`src/rtl/chess_move_sequencer.sv`:
```
// rtl/chess_move_sequencer.sv - host-side move enumerator for the chess move-generator core
//
// Drives the core's registered 8-bit command/data bus. It walks victims
// (outer loop) and aggressors (inner loop) in the order the core reports
// them, and presents each move on a valid/ready stream.
//
// Ports:
//   clk, rst_n               clock, asynchronous active-low reset
//   start, wtm               begin enumeration for side wtm (accepted in IDLE only)
//   pc_valid/pc_ready        piece-write request / accept (IDLE only)
//   pc_square, pc_piece      square and {color,type} for a piece write
//   cmd_addr, cmd_data       registered command bus to the core
//   core_result              core answer: [7] illegal, [6] none, [5:0] square
//   mv_valid/mv_ready        move stream handshake
//   mv_from, mv_to           aggressor / victim square of the presented move
//   busy, done, pos_illegal  run status (done is a level until the next start)
//   move_count               moves emitted in this run (saturating)

module chess_move_sequencer #(
  parameter int SCAN_W = 6,
  parameter int CNT_W  = 8
) (
  input  logic              clk,
  input  logic              rst_n,
  input  logic              start,
  input  logic              wtm,
  input  logic              pc_valid,
  output logic              pc_ready,
  input  logic [SCAN_W-1:0] pc_square,
  input  logic [3:0]        pc_piece,
  output logic [7:0]        cmd_addr,
  output logic [7:0]        cmd_data,
  input  logic [7:0]        core_result,
  output logic              mv_valid,
  input  logic              mv_ready,
  output logic [SCAN_W-1:0] mv_from,
  output logic [SCAN_W-1:0] mv_to,
  output logic              busy,
  output logic              done,
  output logic              pos_illegal,
  output logic [CNT_W-1:0]  move_count
);

  localparam int NSQ = 1 << SCAN_W;

  typedef enum logic [3:0] {
    S_IDLE, S_EN_V, S_MASK_V, S_FIND_V, S_WAIT_V,
    S_EN_A, S_FIND_A, S_WAIT_A, S_EMIT, S_CLR_A, S_DONE
  } state_t;

  state_t state, next_state;

  logic [SCAN_W-1:0] scan, scan_next;
  logic [SCAN_W-1:0] victim, aggr;
  logic              side;
  logic [NSQ-1:0]    victim_done;
  logic [7:0]        cmd_addr_next, cmd_data_next;

  always_ff @(posedge clk or negedge rst_n) begin
    if (!rst_n) state <= S_IDLE;
    else        state <= next_state;
  end

  always_comb begin
    next_state = state;
    case (state)
      S_IDLE:   if (start) next_state = S_EN_V;
      S_EN_V:   next_state = S_MASK_V;
      S_MASK_V: if (scan == {SCAN_W{1'b1}}) next_state = S_FIND_V;
      S_FIND_V: next_state = S_WAIT_V;
      S_WAIT_V: next_state = (core_result[7] || core_result[6]) ? S_DONE : S_EN_A;
      S_EN_A:   next_state = S_FIND_A;
      S_FIND_A: next_state = S_WAIT_A;
      S_WAIT_A: next_state = core_result[6] ? S_EN_V : S_EMIT;
      S_EMIT:   if (mv_ready) next_state = S_CLR_A;
      S_CLR_A:  next_state = S_FIND_A;
      S_DONE:   next_state = S_IDLE;
      default:  next_state = S_IDLE;
    endcase
  end

  // The command bus is registered, so the command belonging to a state is
  // computed from next_state and lands on the bus exactly while that state
  // is current. The core's answer then arrives during the following WAIT state.
  always_comb begin
    scan_next = scan;
    if (state == S_EN_V)        scan_next = '0;
    else if (state == S_MASK_V) scan_next = scan + SCAN_W'(1);

    cmd_addr_next = 8'h00;
    cmd_data_next = 8'h00;
    if (state == S_IDLE && !start && pc_valid) begin
      cmd_addr_next = {4'hB, 2'b00, pc_square[5:4]};
      cmd_data_next = {pc_square[3:0], pc_piece};
    end else begin
      case (next_state)
        S_EN_V, S_EN_A: cmd_addr_next = 8'hC0;
        S_MASK_V: begin
          // Victims already exhausted are hidden from the next FIND-VICTIM.
          if (victim_done[scan_next]) begin
            cmd_addr_next = {4'hD, 2'b00, scan_next[5:4]};
            cmd_data_next = {scan_next[3:0], 4'b0000};
          end
        end
        S_FIND_V: cmd_addr_next = {4'hE, side, 3'b000};
        S_FIND_A: begin
          cmd_addr_next = {4'hF, side, 1'b0, victim[5:4]};
          cmd_data_next = {victim[3:0], 4'b0000};
        end
        S_CLR_A: begin
          // Hide the aggressor just emitted so the core offers the next one.
          cmd_addr_next = {4'hD, 2'b00, aggr[5:4]};
          cmd_data_next = {aggr[3:0], 4'b0000};
        end
        default: ;
      endcase
    end
  end

  always_ff @(posedge clk or negedge rst_n) begin
    if (!rst_n) begin
      cmd_addr    <= 8'h00;
      cmd_data    <= 8'h00;
      scan        <= '0;
      victim      <= '0;
      aggr        <= '0;
      side        <= 1'b0;
      victim_done <= '0;
      move_count  <= '0;
      busy        <= 1'b0;
      done        <= 1'b0;
      pos_illegal <= 1'b0;
    end else begin
      cmd_addr <= cmd_addr_next;
      cmd_data <= cmd_data_next;
      scan     <= scan_next;
      case (state)
        S_IDLE: begin
          if (start) begin
            side        <= wtm;
            victim_done <= '0;
            move_count  <= '0;
            done        <= 1'b0;
            pos_illegal <= 1'b0;
            busy        <= 1'b1;
          end
        end
        S_WAIT_V: begin
          if (core_result[7])       pos_illegal <= 1'b1;
          else if (!core_result[6]) victim      <= core_result[SCAN_W-1:0];
        end
        S_WAIT_A: begin
          if (core_result[6]) victim_done[victim] <= 1'b1;
          else                aggr                <= core_result[SCAN_W-1:0];
        end
        S_EMIT: begin
          if (mv_ready && move_count != {CNT_W{1'b1}})
            move_count <= move_count + CNT_W'(1);
        end
        S_DONE: begin
          done <= 1'b1;
          busy <= 1'b0;
        end
        default: ;
      endcase
    end
  end

  assign pc_ready = (state == S_IDLE);
  assign mv_valid = (state == S_EMIT);
  assign mv_from  = aggr;
  assign mv_to    = victim;

endmodule

```
`config.mk`:
```
export PLATFORM = sky130hd
export DESIGN_NAME = chess_move_sequencer
export DESIGN_NICKNAME = d
export VERILOG_FILES = /design/src/rtl/chess_move_sequencer.sv
export SDC_FILE = /design/constraint.sdc
export NUM_CORES = 1
export LEC_CHECK = 0
export CORE_MARGIN = 2
export CORE_UTILIZATION = 45
export CTS_CLUSTER_SIZE = 20
export DETAILED_ROUTE_END_ITERATION = 12
export PLACE_DENSITY = 0.68
export SYNTH_ARGS = -nofsm -noshare
export SYNTH_HDL_FRONTEND = slang
export SYNTH_SLANG_ARGS = --single-unit
```
`constraint.sdc`:
```
create_clock -name clk -period 5.2 [get_ports clk]
set_clock_uncertainty 0.2 [all_clocks]
set_input_delay 0.78 -clock clk [delete_from_list [all_inputs] [get_ports clk]]
set_output_delay 0.78 -clock clk [all_outputs]
set_load 0.01 [all_outputs]
```
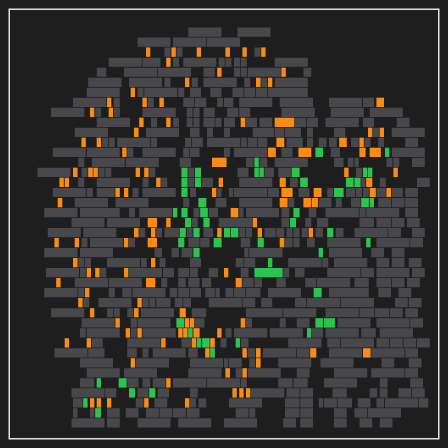
(logic cells by family)
- green: NAND gates (cells 56)
- orange: NOR gates (cells 123)

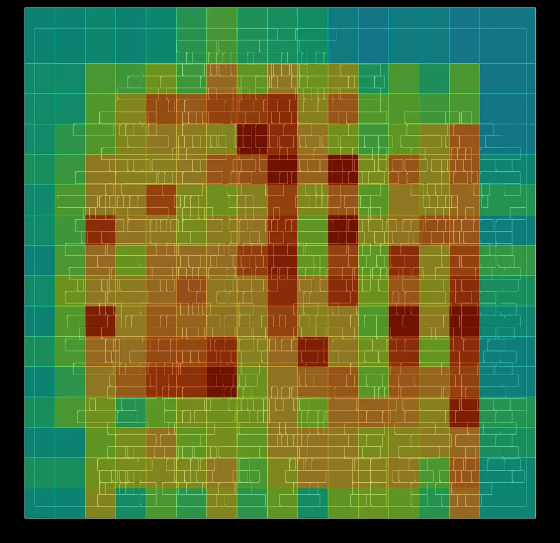
(routing congestion map)
global-route met2 utilization: 36.4%
most congested layer reported by global routing: met2
met1 capacity usage during global routing: 32.3%
total global-route track usage: 23.8%
final routed wire length divided by cell count: 18.6 um

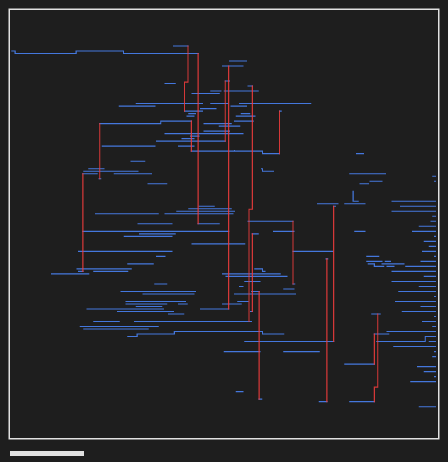
(signal wires by layer)
Bar = 20 um. Two of the layers only.
- red: met4 (wire length 449 um)
- blue: met3 (wire length 1250 um)

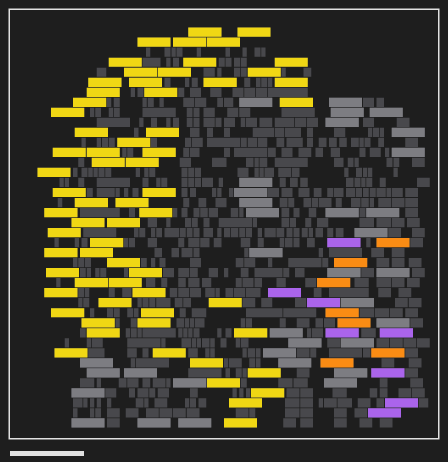
(sequential cells grouped by signal name)
Bar = 20 um.
- purple: cmd_data (flops 8; where bottom right)
- yellow: victim_done (flops 64)
- orange: cmd_addr (flops 7)

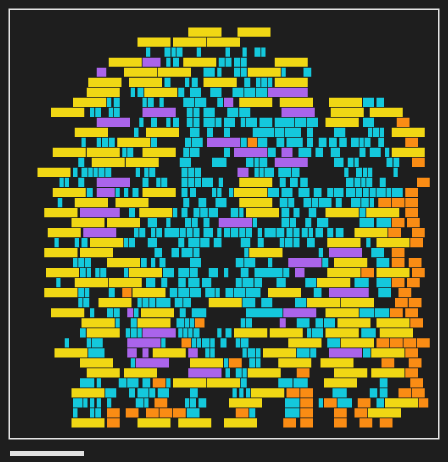
(cells coloured by class)
Bar = 20 um.
- cyan: all other logic (cells 437)
- purple: clock drivers and dummy loads (cells 32)
- yellow: flip-flops (cells 113)
- orange: other buffers and delay cells (cells 67)

==> run_results.csv <==
group,metric,value,unit
min_path,worstHoldPathCells,1,
pwr,clockNetworkPower,1.19,mW
logic_synthesis,synth.yosys.num_cells,595,
pwr,total_power,4.06,mW
clocking,worstSkewPairLatency,0.41,ns
logic_synthesis,synth-edff-count,0,
pwr,worst_ir_drop_vdd,0.260,mV
pwr,power.leakage,3.13,nW
job,max-cap-violations,0,
clocking,cts_buffer_depth,2,
logic_synthesis,synth_area_leader_cell,"dfrtp_1",
timing,fin_crit,3.83,ns
detailed_routing,postRouteWirelength,15200,um
logic_synthesis,netlist.area_leader.share,49.9,%
detailed_routing,met1_length,6530,um
logic_synthesis,avgSynthCellArea,9.52,sq um
global_routing,grt_first_pass_wirelength,24500,um
pwr,sw_frac_of_total,39.4,%
finish,logic_area,0.00257,sq mm
timing,fmax,261,MHz
finish,n_all_inverters,11,
min_path,hold_path.class,"register to register",
logic_synthesis,synth.area.mux_share,3.56,%
worst_setup_path,worst-r2r-setup-slack,1.37,ns
finish,final_cell_mix,"dfrtp_1 (113), nor2_1 (97), a21oi_1 (74), clkdlybuf4s50_1 (62), o21ai_0 (33)",
logic_synthesis,yosys.area_share.aoi,20.7,%
finish,stdcell_count,817,
logic_synthesis,ys_seq_share,49.9,%
logic_synthesis,async_flop_share,100,%
place,placed_cells_incl_taps,785,
worst_setup_path,crit-reg2reg-launch,"state[0]$_DFF_PN0_",
finish,number_of_flip_flops_in_the_largest_register,64,
finish,area_dominant_class,"registers",
timing,slew_viol_final,0,
finish,biggest_regs,"victim_done x64, cmd_data x8, move_count x8",
place,cell_area_after_placement,0.00631,sq mm
pwr,power.share.combinational,38.4,%
place,place_ws,1.47,ns
timing,slew_headroom,23.4,%
logic_synthesis,post_synth_main_logic_family,"AND-OR/OR-AND gates",
finish,insertedDiodeCount,0,
worst_setup_path,worst_ep_arrival_time,3.95,ns
global_routing,groute.layer.met3.usage,6.12,%
finish,seq_cell_count,113,
pwr,p_sw,1.60,mW
logic_synthesis,synth_nets,621,
timing,hold_slack,0.286,ns
detailed_routing,vias,4875,
detailed_routing,routed.top_layer,"met4",
pwr,clock_power_share,29.4,%
worst_setup_path,critPathCaptureType,"register",
die,io_pins,65,
finish,clock_area_share,8.86,%
detailed_routing,first_pass_iters,5,
place,dp_hpwl,10500,um
clocking,clock_tree.htree_level_count,4,
die,coreArea,0.0122,sq mm
clocking,numClockSinks,113,
logic_synthesis,simple_gate_share,19.4,%
timing,tightestPinTransition,1.14,ns
min_path,holdCritStartpoint,"side$_DFFE_PN0P_",
die,die-height,116,um
finish,num-multi-input-gates,426,
place,place_congestion,0.877,
clocking,postCtsSetupBuffers,0,
timing,rsz0062_at_grt,"false",
global_routing,globalRoute.totalOverflow,0,
die,placementRows,40,
timing,final-hold-violation-count,0,
detailed_routing,drtAntennaViolNets,0,
finish,layout.cells.most_common,"dfrtp_1",
finish,sh_comb_area,37.1,%
detailed_routing,drc,0,
worst_setup_path,crit_chain,"a211o_1 > and2_1 > nor2_2 > inv_2 > a2111oi_0 > or4_4 > a2111oi_4 > nand4_4 > o21ai_2",
finish,n_all_buffers,67,
worst_setup_path,crit_buf_inv,1,
status,run_status,"finished, final reports clean",
detailed_routing,drt_first_iter_violations,731,
finish,seq_area_share,40.8,%
timing,fin_setup_tns,0,ns
die,tap_cells,168,
clocking,tritoncts,"built",
Power is estimated from default activity; no workload was simulated.
